File: src/rtl/commit_stream_arbiter.sv
// rtl/commit_stream_arbiter.sv - round-robin, packet-atomic merge of commit streams into one registered stream
// Optional feature macro: COMMIT_ARB_PERF_EN (stall/bubble performance counters)
module commit_stream_arbiter #(
  parameter int NUM_INPUTS = 4,
  parameter int DATAW      = 64,
  localparam int SELW      = (NUM_INPUTS > 1) ? $clog2(NUM_INPUTS) : 1
) (
  input  logic                        clk,
  input  logic                        reset,
  input  logic [NUM_INPUTS-1:0]       in_valid,
  input  logic [NUM_INPUTS*DATAW-1:0] in_data,
  input  logic [NUM_INPUTS-1:0]       in_sop,
  input  logic [NUM_INPUTS-1:0]       in_eop,
  output logic [NUM_INPUTS-1:0]       in_ready,
  output logic                        out_valid,
  output logic [DATAW-1:0]            out_data,
  output logic                        out_sop,
  output logic                        out_eop,
  output logic [SELW-1:0]             out_sel,
  input  logic                        out_ready
`ifdef COMMIT_ARB_PERF_EN
  ,
  output logic [31:0]                 perf_stall_cycles,
  output logic [31:0]                 perf_bubble_cycles
`endif
);

  localparam logic [0:0] ST_UNLOCKED = 1'b0;
  localparam logic [0:0] ST_LOCKED   = 1'b1;

  logic [0:0]       state;
  logic [SELW-1:0]  owner;
  logic [SELW-1:0]  rr_ptr;
  logic             can_load;
  logic             grant_any;
  logic [SELW-1:0]  grant_idx;
  logic [SELW-1:0]  scan_idx;
  logic             xfer;
  logic [DATAW-1:0] sel_data;
  logic             sel_sop;
  logic             sel_eop;

  assign can_load = !out_valid || out_ready;
  assign xfer     = grant_any && can_load && !reset;

  // Scan from farthest to nearest so the stream closest after rr_ptr wins.
  always_comb begin
    grant_any = 1'b0;
    grant_idx = '0;
    scan_idx  = '0;
    if (state == ST_LOCKED) begin
      grant_any = in_valid[owner];
      grant_idx = owner;
    end else begin
      for (int k = NUM_INPUTS; k >= 1; k--) begin
        scan_idx = SELW'((int'(rr_ptr) + k) % NUM_INPUTS);
        if (in_valid[scan_idx]) begin
          grant_any = 1'b1;
          grant_idx = scan_idx;
        end
      end
    end
  end

  always_comb begin
    sel_data = '0;
    sel_sop  = 1'b0;
    sel_eop  = 1'b0;
    in_ready = '0;
    for (int i = 0; i < NUM_INPUTS; i++) begin
      if (grant_idx == SELW'(i)) begin
        sel_data    = in_data[i*DATAW +: DATAW];
        sel_sop     = in_sop[i];
        sel_eop     = in_eop[i];
        in_ready[i] = xfer;
      end
    end
  end

  always_ff @(posedge clk) begin
    if (reset) begin
      out_valid <= 1'b0;
      out_data  <= '0;
      out_sop   <= 1'b0;
      out_eop   <= 1'b0;
      out_sel   <= '0;
      state     <= ST_UNLOCKED;
      owner     <= '0;
      rr_ptr    <= SELW'(NUM_INPUTS - 1);
    end else if (xfer) begin
      out_valid <= 1'b1;
      out_data  <= sel_data;
      out_sop   <= sel_sop;
      out_eop   <= sel_eop;
      out_sel   <= grant_idx;
      // Priority rotates per packet: only the closing beat moves the pointer.
      if (sel_eop) begin
        state  <= ST_UNLOCKED;
        rr_ptr <= grant_idx;
      end else begin
        state <= ST_LOCKED;
        owner <= grant_idx;
      end
    end else if (out_ready) begin
      out_valid <= 1'b0;
    end
  end

`ifdef COMMIT_ARB_PERF_EN
  logic [NUM_INPUTS-1:0] others_valid;

  always_comb begin
    others_valid = '0;
    for (int i = 0; i < NUM_INPUTS; i++) begin
      if (owner != SELW'(i)) others_valid[i] = in_valid[i];
    end
  end

  always_ff @(posedge clk) begin
    if (reset) begin
      perf_stall_cycles  <= '0;
      perf_bubble_cycles <= '0;
    end else begin
      if (out_valid && !out_ready && perf_stall_cycles != 32'hFFFF_FFFF)
        perf_stall_cycles <= perf_stall_cycles + 32'd1;
      if (state == ST_LOCKED && !in_valid[owner] && (|others_valid) &&
          perf_bubble_cycles != 32'hFFFF_FFFF)
        perf_bubble_cycles <= perf_bubble_cycles + 32'd1;
    end
  end
`endif

endmodule
File: config.mk
export PLATFORM = sky130hd
export DESIGN_NAME = commit_stream_arbiter
export DESIGN_NICKNAME = d
export VERILOG_FILES = /design/src/rtl/commit_stream_arbiter.sv
export SDC_FILE = /design/constraint.sdc
export NUM_CORES = 1
export LEC_CHECK = 0
export ABC_AREA = 0
export CORE_AREA = 10 10 125 127
export DETAILED_ROUTE_END_ITERATION = 6
export DIE_AREA = 0 0 135 137
export GPL_TIMING_DRIVEN = 0
export HOLD_SLACK_MARGIN = 0.12
export PLACE_DENSITY = 0.83
export SETUP_SLACK_MARGIN = 0.3
export SLEW_MARGIN = 20
export SYNTH_ARGS = -nofsm -noshare
export SYNTH_HDL_FRONTEND = slang
export SYNTH_SLANG_ARGS = --single-unit
File: constraint.sdc
create_clock -name clk -period 3.1 [get_ports clk]
set_input_delay 0.465 -clock clk [delete_from_list [all_inputs] [get_ports clk]]
set_output_delay 0.465 -clock clk [all_outputs]
set_load 0.05 [all_outputs]
==> Slide: Implementation Results, run 1 <==
Key Metrics from the Run

CTS
  • Hold buffers post-CTS: 0
  • Clk buf depth: 2
  • Clk root buf: clkbuf_16
  • CTS buffer count: 9
  • Htree depth: 3
  • TritonCTS clock tree: yes
  • Clock transition at path regs: 50 ps

GRT
  • Initial antenna violation count: 0
  • Global-route wire length before repair: 34700 um
  • Global Route Usage Sum: 0.242
  • Pin count of the biggest net entering global routing: 14

Timing
  • RSZ-0062 raised after global routing: true
  • Fin worst setup slack: 343 ps
  • Slew headroom: 0.595
  • Setup-failing EPs final: 0
  • Final hold vios: 0
  • Hold slack final: 458 ps
  • Final period utilization: 0.889
  • Slew Viols, Final: 0
  • Clk_skew: 7.92 ps
  • Tmin final: 2760 ps
  • Worst Max-Slew Pin Slew: 605 ps
  • Fmax: 0.363 GHz

Worst setup path
  • Required time of the critical path: 2630 ps
  • Reg2reg end: out_data[0]
  • Worst Setup End Kind: output pin
  • Worst R2R Start: owner[0]
  • Worst r2r path cells: 6
  • Flop2flop setup slack: 830 ps
  • Critical Path AT: 2290 ps
  • CP Launch Type: input port
  • Worst Path Max Fanout: 10

Placed design
  • PortBufs: 342
  • Dpl ws: -686 ps
  • HPWL after DPL: 19800 um
  • RePlAce Congestion: 0.899

Yosys
  • # Cells Yosys: 480
  • Post-Synthesis Cells: 480
  • Average size of a mapped cell: 9.69 sq um
  • Async set-reset flop share out of synthesis: 0
  • Synth warn: 0
  • Post-synth regs: 74
  • EDFF count, synth: 0
  • Yosys top cell area share: 0.318
  • Cell variety after synth: 41
  • Most common cell in the netlist: mux2i_1
  • Post-synthesis sequential area ratio: 0.318
  • Top cells by count: mux2i_1 (79), dfxtp_1 (74), mux2_2 (53)
  • Post-Synthesis Cell Area: 4650 sq um
  • Most used DFF post-synth: dfxtp_1
  • Synth Net Count: 751

Route
  • Detailed-route vias per instance: 5.41
  • Residual DRC count: 0
  • DR WL/cell: 23.6 um
  • Final WL: 24100 um
  • Via count: 5505
  • DRT antenna net count: 0
  • DR iter-0 viols: 323
  • DR pass1 iterations: 5

Hold path
  • Hold_sp: out_data[52]
  • Hold EP: out_data[52]
  • Worst hold path stage count: 2
  • HP Class: flop to flop

Final layout
  • Fraction of layout cells with a size suffix above 1: 0.158
  • Synth-to-layout area growth: 87.4%
  • Layout Utilization: 0.666

Flow run
  • Tool warning count: 27
  • Total of max-cap violations: 0

Floorplanning
  • Starting Density: 0.356
  • Die H: 137 um
  • Std cell rows: 42
  • Die Width: 135 um
  • Die ar.: 18500 sq um
  • Core Region: 13100 sq um

Power and ir drop
  • Tot Pwr: 0.00662 W
  • Power Dens Cells: 760 nW/um^2
  • Maximum vdd ir drop: 0.393 mV
  • Pleak: 3.35 nW

Status
  • Status: finished, final reports clean
-- run 1: layer usage --
layer / up-vias / GRT usage / part of all wire
li1: 2567 / - / -
met1: 2660 / 0.270 / 0.38
met2: 248 / 0.446 / 0.52
met3: 30 / 0.0630 / 0.074
met4: 0 / 0.0586 / 0.018
met5: - / 0 / 0
-- run 1: registers in the layout, indices dropped and copies added, names as in the netlist --
register   cells
owner          2
out_data      64
out_eop        1
rr_ptr         2
out_sel        2
out_sop        1
out_valid      1
state          1
-- run 1: critical path: stages --
cell,delay (ps)
dlygate4sd2_1,310
or2_1,260
and3_1,190
o21a_2,280
nor2_1,210
nand2_2,140
buf_6,180
inv_1,60
buf_4,190
-- run 1: layout by cell type, fill, tap and decap left out, types with 3 or more instances in the layout --
cell type	Yosys	final
a21o_1	13	13
a21oi_1	5	5
a22oi_1	20	20
a2bb2oi_1	13	13
a32oi_1	22	21
buf_2	15	11
buf_4	5	12
buf_6	8	13
clkbuf_1	21	20
clkbuf_16	0	9
clkdlybuf4s50_1	0	334
dfxtp_1	74	74
inv_1	4	4
mux2_2	53	53
mux2i_1	79	79
nand2_1	10	8
nand2_2	1	3
nand2b_1	4	3
nand3_1	33	33
nor2_1	9	9
o21ai_0	13	13
o21ai_1	44	44
o221a_2	12	12
-- run 1: area by class of cell --
type,instances,area [sq um]
fillers,1033,4370
repair buffers,346,3440
multi-input cells,353,2920
flip-flops and latches,74,1480
plain buffers,49,308
clock buffers,11,243
well taps,176,220
clock inverters,5,85.1
inverters,4,15.0
-- run 1: stage by stage --
step	cells	TNS (ps)	area, sq um
floorplan	480	0	4650
global placement	998	-2280	8300
detailed placement	998	-2480	8300
CTS	1018	0	8710
global route	1018	0	8720
finish	1018	0	8720
-- run 1: how the worst max path moves through the flow --
| stage | startpoint | endpoint | slack, ps | cells after the start |
|---|---|---|---|---|
| floorplan | in_valid[2] | in_ready[1] | 520 | 7 |
| global placement | in_valid[1] | in_ready[2] | -640 | 8 |
| detailed placement | in_valid[1] | in_ready[2] | -690 | 8 |
| CTS | in_valid[3] | in_ready[1] | 370 | 9 |
| global route | in_valid[1] | in_ready[3] | 270 | 9 |
| finish | in_valid[1] | in_ready[3] | 340 | 9 |
-- run 1: where the power goes --
part           switching, W  leakage (nW)  total, W  internal (W)
sequential         0.000166         0.616   0.00142       0.00126
combinational       0.00233          2.58   0.00406       0.00173
clock              0.000406         0.157   0.00114      0.000733
total               0.00291          3.35   0.00662       0.00372
-- run 1: cells by family (layout without fill, tap and decap cells) --
group	after synthesis	in the layout	share of synthesized area
buffers and inverters	53	415	0.0637
AND-OR/OR-AND	154	154	0.242
AND/OR/NAND/NOR	66	66	0.0726
flip-flops	74	74	0.318
multiplexers	133	133	0.303
-- run 1: repair_timing --
item                                    CTS  global route
resized                                  47             5
pin swaps                                 4             0
buffers inserted                          4             0
endpoints found under the setup margin    4             4
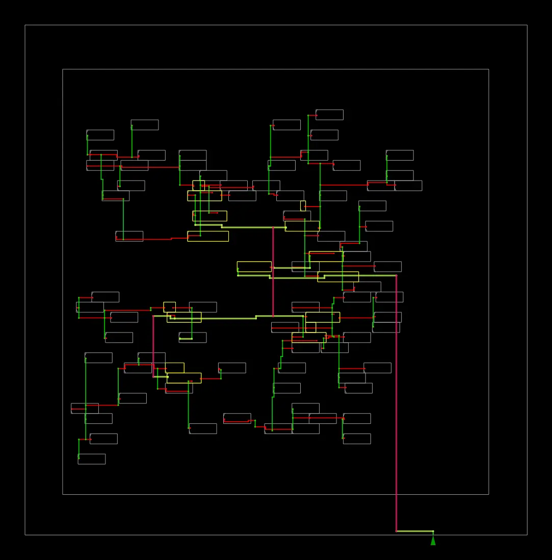
(run_1/clocks.png)
Clk power: 0.00114 W
clk ins delay skew pair: 330 ps

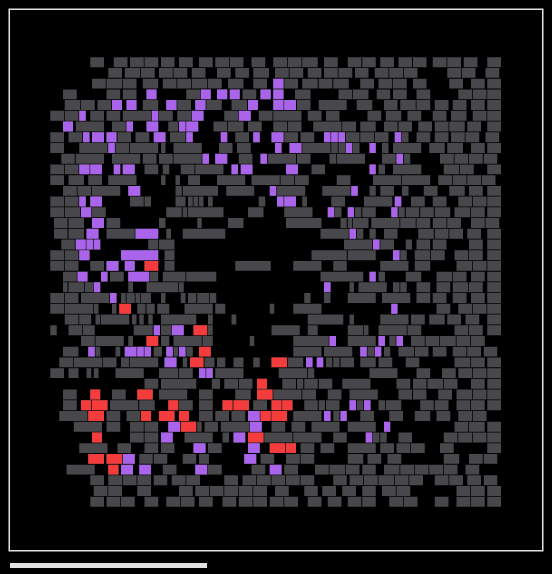
(run_1/logic_types.png)
Scale bar: 50 um.
purple -> aoi and oai cells  # cells 122
red -> non-inverting ao/oa cells  # cells 32

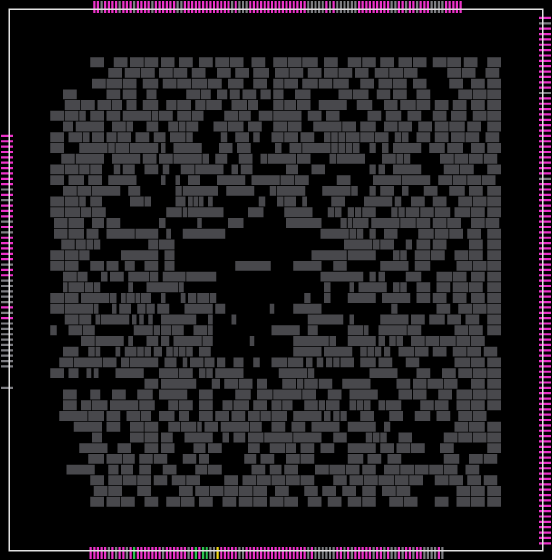
(run_1/io_placement.png)
Pins as bars across the die edge, other pins in gray.
yellow -> `out_sop`  # pins 1, direction output, edge bottom
green -> `in_sop`  # pins 4, direction input, edge bottom
magenta -> `in_data`  # pins 256, direction input, edge 96 right, 72 top, 64 bottom, 24 left
all pins by edge = 102 top, 99 right, 98 bottom, 45 left

## Run 2: what changed since run 1
Settings changed: ABC_CLOCK_PERIOD_IN_PS from default to 2400, CORE_AREA 10 10 125 127 to default, CORE_MARGIN from default to 10, CORE_UTILIZATION from default to 32, DIE_AREA 0 0 135 137 to default, PLACE_DENSITY 0.83 to 0.79.
Clock period 3.1 ns to 2.4 ns, I/O delays scaled along.
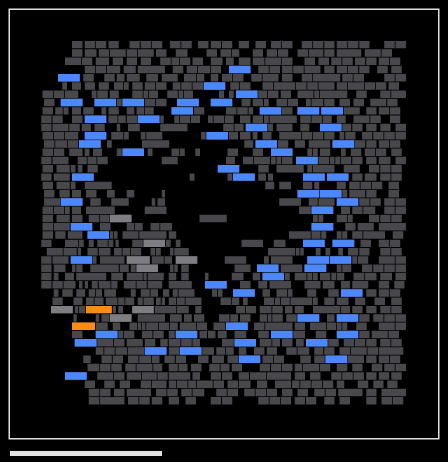
(run_2/flops_by_reg.png)
Scale bar: 50 um. Other sequential cells in the stronger gray, the rest of the logic in the fainter gray.
orange -> `rr_ptr`  # sequential cells 2
blue -> `out_data`  # sequential cells 64

==> Slide: Implementation Results, run 2 <==
Key Metrics from the Run

Final layout
  • Commonest Layout Cell: clkdlybuf4s50_1
  • Most frequent cells in the layout: clkdlybuf4s50_1 (334), dfxtp_1 (71), mux2i_1 (67)
  • Fraction of layout cells with a size suffix above 1: 0.288
  • Fillers: 1051
  • Cell area after layout: 9960 sq um
  • Synth-to-layout area growth: 114%
  • Largest register FFs: 64

CTS
  • Clk buf depth: 2
  • Htree depth: 3
  • Clock transition at path regs: 60 ps
  • Clk root buf: clkbuf_16
  • TritonCTS clock tree: yes
  • Hold buffers post-CTS: 0

Timing
  • Slew Viols, Final: 0
  • RSZ-0062 raised after global routing: true
  • Final period utilization: 0.974
  • Slew headroom: 0.605
  • Setup-failing EPs final: 0
  • Fmax: 0.428 GHz
  • Final hold vios: 0
  • Worst Max-Slew Pin Slew: 593 ps

Power and ir drop
  • Pleak: 3.93 nW
  • Tot Pwr: 0.00977 W
  • Power Dens Cells: 981 nW/um^2

Worst setup path
  • CP Launch Type: flop
  • Critical Path AT: 1980 ps
  • Flop2flop setup slack: 110 ps
  • Max stage delay on crit path: 500 ps
  • Critical-path cell list: mux4_2, nand2b_4, and4_1, clkbuf_8, nand2_8, nor2_4, buf_8
  • Worst Path Max Fanout: 3
  • Worst R2R Start: rr_ptr[1]
  • Reg2reg end: out_data[9]
  • Worst r2r path cells: 12
  • Worst path slowest cell: mux4_2
  • Worst Setup End Kind: output pin
  • Required time of the critical path: 2040 ps

Yosys
  • Cell variety after synth: 41
  • Synth warn: 0
  • Post-Synthesis Cell Area: 4650 sq um
  • Synth Net Count: 751
  • Post-synthesis sequential area ratio: 0.318
  • Yosys top cell area share: 0.318
  • EDFF count, synth: 0
  • Top cells by count: mux2i_1 (79), dfxtp_1 (74), mux2_2 (53)
  • Synth area leaders: dfxtp_1 (32%), mux2i_1 (17%), mux2_2 (13%), o21ai_1 (4.7%), a32oi_1 (4.1%)
  • Most used DFF post-synth: dfxtp_1
  • Post-Synthesis Cells: 480
  • Post-synth regs: 74
  • Average size of a mapped cell: 9.69 sq um

Floorplanning
  • Std cell rows: 44
  • Core Region: 14400 sq um
  • Die ar.: 19800 sq um
  • Starting Density: 0.324
  • Die H: 141 um

Hold path
  • Hold_sp: reset
  • Worst hold path stage count: 2
  • HP Class: input port to flop
  • Hold EP: owner[0]

Placed design
  • RePlAce Congestion: 0.857
  • Dpl ws: -1170 ps
  • PortBufs: 342
  • Inst Count DP: 1006

Flow run
  • Tool warning count: 28

Route
  • Via count: 5738
  • Residual DRC count: 0
  • DR WL/cell: 23.6 um
  • DR pass1 iterations: 4
  • Final WL: 25400 um
  • Detailed-route vias per instance: 5.35

Status
  • Status: finished, final reports clean

GRT
  • Initial antenna violation count: 0
  • Global-route wire length before repair: 34300 um
  • Global Route Usage Sum: 0.222
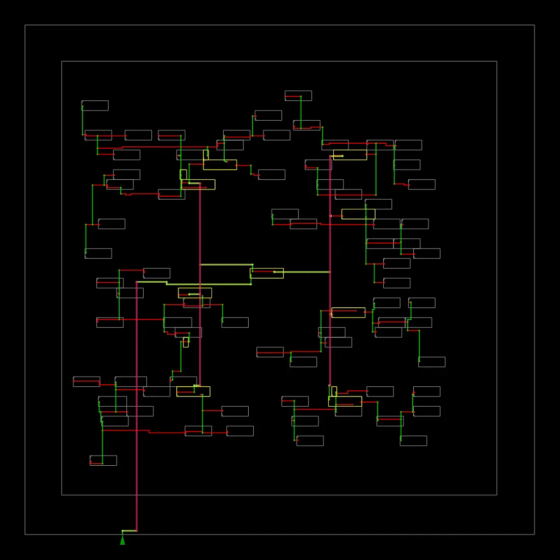
(run_2/clocks.png)
seq_cells: 74
Clk power: 0.00117 W
clk_skew: 7.38 ps
CTS buffer count: 9

-- run 2: layer usage --
layer	GRT usage	vias to the layer above	part of all wire
li1	-	2682	-
met1	0.245	2783	0.38
met2	0.408	245	0.53
met3	0.0584	28	0.076
met4	0.0592	0	0.016
met5	0	-	0
-- run 2: worst max-delay path by stage --
stage | from | to
3_5_place_dp | in_valid[3] | in_ready[2]
3_3_place_gp | in_valid[1] | in_ready[2]
4_1_cts | owner[0] | in_ready[0]
6_report | owner[0] | in_ready[0]
5_1_grt | owner[0] | in_ready[0]
2_1_floorplan | owner[0] | in_ready[3]
-- run 2: final cells by class --
type / instances / area (sq um) / share of cell area
Multi-Input combinational cell: 353 / 3420 / 0.343
Tap cell: 184 / 230 / 0.0231
Inverter: 4 / 18.8 / 0.00188
Clock inverter: 1 / 5.00 / 0.000502
Sequential cell: 74 / 1490 / 0.149
Buffer: 48 / 472 / 0.0474
Timing Repair Buffer: 397 / 4090 / 0.411
Clock buffer: 12 / 236 / 0.0237
-- run 2: what timing repair did --
item / 4_1_cts / 5_1_grt
setup buffers: 20 / 29
gates cloned: 0 / 6
pin swaps: 12 / 24
gates resized: 97 / 163
endpoints found under the setup margin: 78 / 67
hold endpoints to repair: 0 / 0
-- run 2: critical path, delay by kind of cell, from the launching register on --
kind / cells / cell delay, ps
buf+inv: 2 / 310
simple gates: 4 / 470
mux: 1 / 500
flops: 1 / 340
-- run 2: stage by stage --
| stage | setup TNS, ps | hold WS [ps] | util |
|---|---|---|---|
| floorplan | 0 | 472 | - |
| global placement | -24510 | 443 | 0.580 |
| detailed placement | -26450 | 448 | 0.580 |
| CTS | 0 | 420 | 0.621 |
| global route | 0 | 466 | 0.693 |
| finish | 0 | 444 | 0.693 |
-- run 2: logic make-up after synthesis --
logic type,share of synthesized area
AOI/OAI and AO/OA,0.242
buffers and inverters,0.0637
DFF,0.318
muxes,0.303
and+or+nand+nor,0.0726
-- run 2: where the power goes --
group / internal (W) / switching, W
sequential: 0.00163 / 0.000226
clock: 0.000682 / 0.000493
combinational: 0.00326 / 0.00348
Power figures rest on the tool's default switching activity, not on a simulated workload.
